<file path="src/rtl/fade_pkg.sv">
// fade_pkg
//   Shared definitions for the LED fade sequencer: the envelope phase
//   encoding used on the phase output, by the sequencer FSM and by the
//   testbench.
//   Optional feature macro: FADE_HOLD_EN (enables the HOLD_HI/HOLD_LO phases).
package fade_pkg;

  // Envelope phases. The HOLD_* encodings only ever appear on the phase
  // output when the design is built with FADE_HOLD_EN defined.
  typedef enum logic [2:0] {
    IDLE    = 3'd0,
    UP      = 3'd1,
    HOLD_HI = 3'd2,
    DOWN    = 3'd3,
    HOLD_LO = 3'd4
  } fade_state_e;

endpackage

</file>
<file path="src/rtl/fade_step_timer.sv">
// fade_step_timer
//   Step-rate prescaler for the fade sequencer. Counts 0..STEP_CYCLES-1
//   while run is high and pulses tick on the last count, then wraps.
//   When run is low the partial count is kept so a frozen envelope resumes
//   with exactly the remaining time.
// Ports
//   clk    in   system clock
//   rst    in   asynchronous active-high reset (count -> 0)
//   run    in   1 = advance the count
//   clear  in   1 = force the count back to 0 (wins over run)
//   tick   out  1 while run is high and the count is at STEP_CYCLES-1
module fade_step_timer #(
  parameter int STEP_CYCLES = 12000
) (
  input  logic clk,
  input  logic rst,
  input  logic run,
  input  logic clear,
  output logic tick
);

  // One extra bit of width keeps STEP_CYCLES=1 legal (count stays at 0).
  localparam int TW = $clog2(STEP_CYCLES + 1);
  localparam logic [TW-1:0] LAST = TW'(STEP_CYCLES - 1);

  logic [TW-1:0] stepCount_q;
  logic [TW-1:0] stepCount_d;

  assign tick = run && (stepCount_q == LAST);

  // Next count: clear has priority, otherwise advance while running and wrap
  // to zero on the tick cycle.
  always_comb begin
    stepCount_d = stepCount_q;
    if (clear) begin
      stepCount_d = '0;
    end else if (run) begin
      if (stepCount_q == LAST) begin
        stepCount_d = '0;
      end else begin
        stepCount_d = stepCount_q + TW'(1);
      end
    end
  end

  // Count register.
  always_ff @(posedge clk or posedge rst) begin
    if (rst) begin
      stepCount_q <= '0;
    end else begin
      stepCount_q <= stepCount_d;
    end
  end

endmodule

</file>
<file path="src/rtl/fade_sequencer.sv">
// fade_sequencer
//   Brightness-envelope controller for one LED PWM channel. Sequences the
//   duty value through ramp-up / hold-high / ramp-down / hold-low at a fixed
//   step rate so the LED fades continuously.
//   Build option FADE_HOLD_EN: when defined, HOLD_HI and HOLD_LO phases last
//   HOLD_STEPS steps each; when undefined the ramps turn around directly and
//   HOLD_STEPS is ignored.
// Ports
//   clk         in   system clock
//   rst         in   asynchronous active-high reset
//   enable      in   1 = run, 0 = freeze all state, counters and output
//   sync        in   1-clk pulse: restart the envelope from level 0
//   pwm_value   out  registered duty level, 0..PWM_INTERVAL
//   phase       out  current envelope phase (fade_pkg::fade_state_e)
//   cycle_done  out  1-clk pulse at the end of each full envelope
module fade_sequencer
  import fade_pkg::*;
#(
  parameter int PWM_INTERVAL = 1200,
  parameter int STEP_CYCLES  = 12000,
  parameter int STEP_SIZE    = 12,
  parameter int HOLD_STEPS   = 100
) (
  input  logic                          clk,
  input  logic                          rst,
  input  logic                          enable,
  input  logic                          sync,
  output logic [$clog2(PWM_INTERVAL):0] pwm_value,
  output logic [2:0]                    phase,
  output logic                          cycle_done
);

  localparam int LW = $clog2(PWM_INTERVAL) + 1;
  localparam logic [LW-1:0] FULL = LW'(PWM_INTERVAL);
  localparam logic [LW-1:0] STEP = LW'(STEP_SIZE);

  // Parameter sanity checks, evaluated at elaboration.
  if (PWM_INTERVAL < 1) begin : gIntervalCheck
    $fatal(1, "fade_sequencer: PWM_INTERVAL must be >= 1");
  end
  if (STEP_CYCLES < 1) begin : gStepCyclesCheck
    $fatal(1, "fade_sequencer: STEP_CYCLES must be >= 1");
  end
  if (STEP_SIZE < 1 || STEP_SIZE > PWM_INTERVAL) begin : gStepSizeCheck
    $fatal(1, "fade_sequencer: STEP_SIZE must be in 1..PWM_INTERVAL");
  end
  if (HOLD_STEPS < 1) begin : gHoldCheck
    $fatal(1, "fade_sequencer: HOLD_STEPS must be >= 1");
  end

  fade_state_e   state_q, state_d;
  logic [LW-1:0] level_q, level_d;
  logic          cycleDone_q, cycleDone_d;
  logic          tick;
  logic          timerRun;
  logic          timerClear;
  logic [LW:0]   upSum;

`ifdef FADE_HOLD_EN
  localparam int HW = $clog2(HOLD_STEPS + 1);
  localparam logic [HW-1:0] HOLD_LAST = HW'(HOLD_STEPS - 1);
  logic [HW-1:0] holdCount_q, holdCount_d;
`endif

  // The timer only runs once the envelope has left IDLE, and freezes with
  // enable so a paused fade resumes with exactly the remaining step time.
  assign timerRun = enable && (state_q != IDLE);

  fade_step_timer #(
    .STEP_CYCLES(STEP_CYCLES)
  ) uStepTimer (
    .clk  (clk),
    .rst  (rst),
    .run  (timerRun),
    .clear(timerClear),
    .tick (tick)
  );

  // Ramp-up sum is one bit wider than the level so it can never wrap before
  // the saturation compare.
  assign upSum = {1'b0, level_q} + {1'b0, STEP};

  // Envelope FSM next-state and level logic. sync overrides everything,
  // including a coincident tick; with enable low nothing changes except
  // that the cycle_done pulse drops.
  always_comb begin
    state_d     = state_q;
    level_d     = level_q;
    cycleDone_d = 1'b0;
    timerClear  = 1'b0;
`ifdef FADE_HOLD_EN
    holdCount_d = holdCount_q;
`endif
    if (sync) begin
      level_d    = '0;
      timerClear = 1'b1;
      state_d    = enable ? UP : IDLE;
`ifdef FADE_HOLD_EN
      holdCount_d = '0;
`endif
    end else if (enable) begin
      case (state_q)
        IDLE: begin
          state_d    = UP;
          timerClear = 1'b1;
        end
        UP: begin
          if (tick) begin
            if (upSum >= {1'b0, FULL}) begin
              level_d = FULL;
`ifdef FADE_HOLD_EN
              state_d = HOLD_HI;
`else
              state_d = DOWN;
`endif
            end else begin
              level_d = upSum[LW-1:0];
            end
          end
        end
        DOWN: begin
          if (tick) begin
            if (level_q <= STEP) begin
              level_d = '0;
`ifdef FADE_HOLD_EN
              state_d = HOLD_LO;
`else
              state_d     = UP;
              cycleDone_d = 1'b1;
`endif
            end else begin
              level_d = level_q - STEP;
            end
          end
        end
`ifdef FADE_HOLD_EN
        HOLD_HI: begin
          if (tick) begin
            if (holdCount_q == HOLD_LAST) begin
              holdCount_d = '0;
              state_d     = DOWN;
            end else begin
              holdCount_d = holdCount_q + HW'(1);
            end
          end
        end
        HOLD_LO: begin
          if (tick) begin
            if (holdCount_q == HOLD_LAST) begin
              holdCount_d = '0;
              state_d     = UP;
              cycleDone_d = 1'b1;
            end else begin
              holdCount_d = holdCount_q + HW'(1);
            end
          end
        end
`endif
        default: begin
          state_d = IDLE;
        end
      endcase
    end
  end

  // State, level and pulse registers; outputs come straight from here so
  // there is no combinational path from inputs to outputs.
  always_ff @(posedge clk or posedge rst) begin
    if (rst) begin
      state_q     <= IDLE;
      level_q     <= '0;
      cycleDone_q <= 1'b0;
    end else begin
      state_q     <= state_d;
      level_q     <= level_d;
      cycleDone_q <= cycleDone_d;
    end
  end

`ifdef FADE_HOLD_EN
  // Hold-phase step counter.
  always_ff @(posedge clk or posedge rst) begin
    if (rst) begin
      holdCount_q <= '0;
    end else begin
      holdCount_q <= holdCount_d;
    end
  end
`endif

  assign pwm_value  = level_q;
  assign phase      = state_q;
  assign cycle_done = cycleDone_q;

endmodule

</file>
<file path="config.mk">
export PLATFORM = sky130hd
export DESIGN_NAME = fade_sequencer
export DESIGN_NICKNAME = d
export VERILOG_FILES = /design/src/rtl/fade_pkg.sv /design/src/rtl/fade_step_timer.sv /design/src/rtl/fade_sequencer.sv
export SDC_FILE = /design/constraint.sdc
export NUM_CORES = 1
export LEC_CHECK = 0
export ABC_AREA = 1
export CORE_MARGIN = 2
export CORE_UTILIZATION = 25
export DETAILED_ROUTE_END_ITERATION = 8
export GPL_ROUTABILITY_DRIVEN = 1
export GPL_TIMING_DRIVEN = 0
export HOLD_SLACK_MARGIN = 0.08
export SLEW_MARGIN = 5
export SYNTH_ARGS = -nofsm -noshare
export SYNTH_HDL_FRONTEND = slang
export SYNTH_SLANG_ARGS = --single-unit
</file>
<file path="constraint.sdc">
create_clock -name clk -period 2.1 [get_ports clk]
set_input_delay 0.315 -clock clk [delete_from_list [all_inputs] [get_ports clk]]
set_output_delay 0.315 -clock clk [all_outputs]
set_load 0.03 [all_outputs]
</file>
### Ports around the boundary

Drawn at 4 px/micron. Pins as bars across the die edge, other pins in grey.
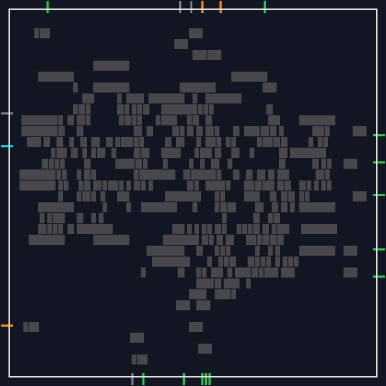
[cyan] enable | pins: 1 | direction: input | edge: west
[orange] phase | pins: 3 | direction: output | edge: 2 north, 1 west
[green] pwm_value | pins: 12 | direction: output | edge: 5 south, 5 east, 2 north
all pins by edge: 6 north, 6 south, 5 east, 3 west

### Wires at chosen ports, followed through buffers

Drawn at 3 px/micron.
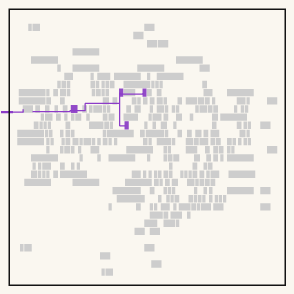
[purple] enable | bits: 1 | direction: input | edge: west | end cells: 4 | buffers: 1 | wire: 58.0 microns
PortBufs: 16
number of placed I/O pins: 20

### Placed standard cells

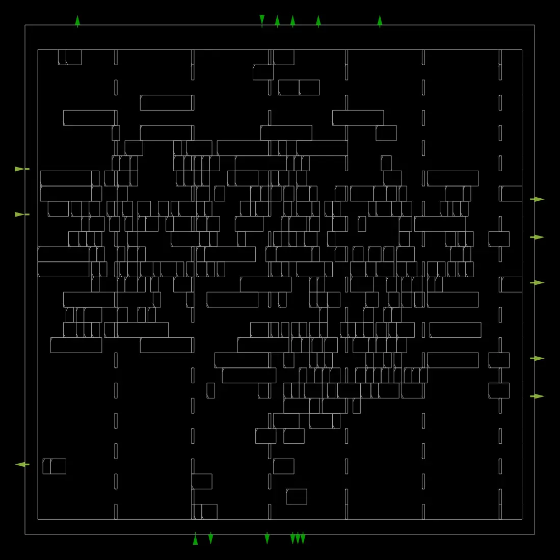
Core Region: 0.00733 sq mm
final core utilization: 30.8%
tap cells: 99
num rows: 31

### Metal layers overlaid

Drawn at 3 px/micron. Only two layers are drawn.
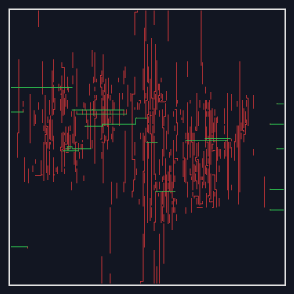
[red] M2 | wire length: 2240 microns
[green] M3 | wire length: 151 microns

[state kept, by name, indices dropped and copies added (netlist names)]
name	flops
pwm_value	10
cycle_done	1
phase	2
uStepTimer.stepCount_q	14
[kinds of logic after synthesis]
| logic type | after synthesis | share of synthesized area (%) |
|---|---|---|
| compound gates | 42 | 12.6 |
| xor+xnor | 8 | 3.66 |
| fa+ha+maj | 3 | 1.96 |
| buf+inv | 50 | 10.5 |
| flops | 27 | 35.3 |
| other cells | 1 | 0.196 |
| simple gates | 142 | 35.8 |
[through the flow]
stage          instance area, sq um  total power, W  cells  utilization, %
4_1_cts                        2250        0.000936    394            30.7
5_1_grt                        2260        0.000969    394            30.8
3_3_place_gp                   2200        0.000614    390            30.1
3_5_place_dp                   2200        0.000615    390            30.1
6_report                       2260        0.000912    394            30.8
2_1_floorplan                  1920        0.000591    275               -
[metal layers]
layer | part of all wire (%) | up-vias | track usage (%)
met5 | 0 | - | 0
met4 | 0.33 | 0 | 2.02
met3 | 3.3 | 4 | 2.32
met2 | 50 | 26 | 20.0
met1 | 46 | 841 | 15.0
li1 | - | 923 | -
[report_power, final]
part,switching [W],internal [W],total (W),leakage (nW)
logic,0.0000530,0.0000216,0.0000746,0.639
clock network,0.000174,0.000135,0.000309,0.0217
registers,0.00000409,0.000524,0.000528,0.369
[synthesized netlist by cell type, types with 2 or more instances]
master / number / area [sq um]
nor3_1: 15 / 75.1
xnor2_1: 2 / 17.5
a31oi_1: 2 / 12.5
ha_1: 3 / 37.5
nand3_1: 20 / 100
nand4_1: 4 / 25.0
inv_2: 3 / 11.3
nor4_1: 2 / 12.5
o21ai_2: 2 / 17.5
dfrtp_1: 27 / 676
nand3_2: 2 / 20.0
a21oi_1: 9 / 45.0
o21ai_0: 15 / 75.1
nor2_1: 28 / 105
nor2_2: 4 / 25.0
o21ai_1: 6 / 30.0
o31ai_1: 2 / 15.0
nand2_4: 4 / 45.0
o22ai_1: 2 / 12.5
nand2_2: 3 / 18.8
inv_1: 41 / 154
buf_4: 3 / 22.5
buf_2: 2 / 10.0
nand2_1: 56 / 210
nor2_4: 2 / 22.5
xor2_1: 6 / 52.6
[final cells by class]
type,count,area (sq um),area share (%)
Tap cell,99,124,5.48
Sequential cell,27,678,30.0
Timing Repair Buffer,16,160,7.08
Inverter,45,169,7.47
Multi-Input combinational cell,198,1050,46.4
Clock inverter,1,7.51,0.332
Clock buffer,3,41.3,1.83
Buffer,5,32.5,1.44
[critical path, delay by kind of cell, from the launching register on]
| family | cells | cell delay (ns) |
|---|---|---|
| buf+inv | 2 | 0.18 |
| simple gates | 7 | 0.71 |
| compound gates | 2 | 0.24 |
| fa+ha+maj | 1 | 0.27 |
| flops | 1 | 0.42 |
[path summary, 6_finish.rpt]
kind                                              end  slack (ns)  cells after the start
max                                      pwm_value[3]        0.16                     12
min                        uStepTimer.stepCount_q[13]        0.54                      2
max reg2reg                              pwm_value[3]        0.16                     12
min reg2reg                uStepTimer.stepCount_q[13]        0.54                      2
max in group asynchronous                pwm_value[3]        0.83                      2
min in group asynchronous   uStepTimer.stepCount_q[6]        0.59                      2
==> impl_metrics.json <==
{
  "cp.arrival_ns": 2.11,
  "synth-main-ff-cell": "dfrtp_1",
  "grt_max_degree": 28,
  "grt-ovfl-total": 0,
  "synth-async-reset-ratio_pct": 100,
  "grt_pass1_vias": 1798,
  "worstReg2RegStart": "pwm_value[2]",
  "cts-buffers-inserted": 3,
  "hold_start": "uStepTimer.stepCount_q[13]",
  "min_path_type": "reg2reg",
  "ant_nets": 0,
  "place_worst_setup_slack_ns": -0.0447,
  "num-nets-final": 303,
  "antennaDiodeCount": 0,
  "crit_required_ns": 2.27,
  "via_count": 1794,
  "ys_ff": 27,
  "ys_cells": 273,
  "critPathLaunch": "pwm_value[2]",
  "status": "completed",
  "slew_headroom_pct": 31.9
}
Power figures rest on the tool's default switching activity, not on a simulated workload.
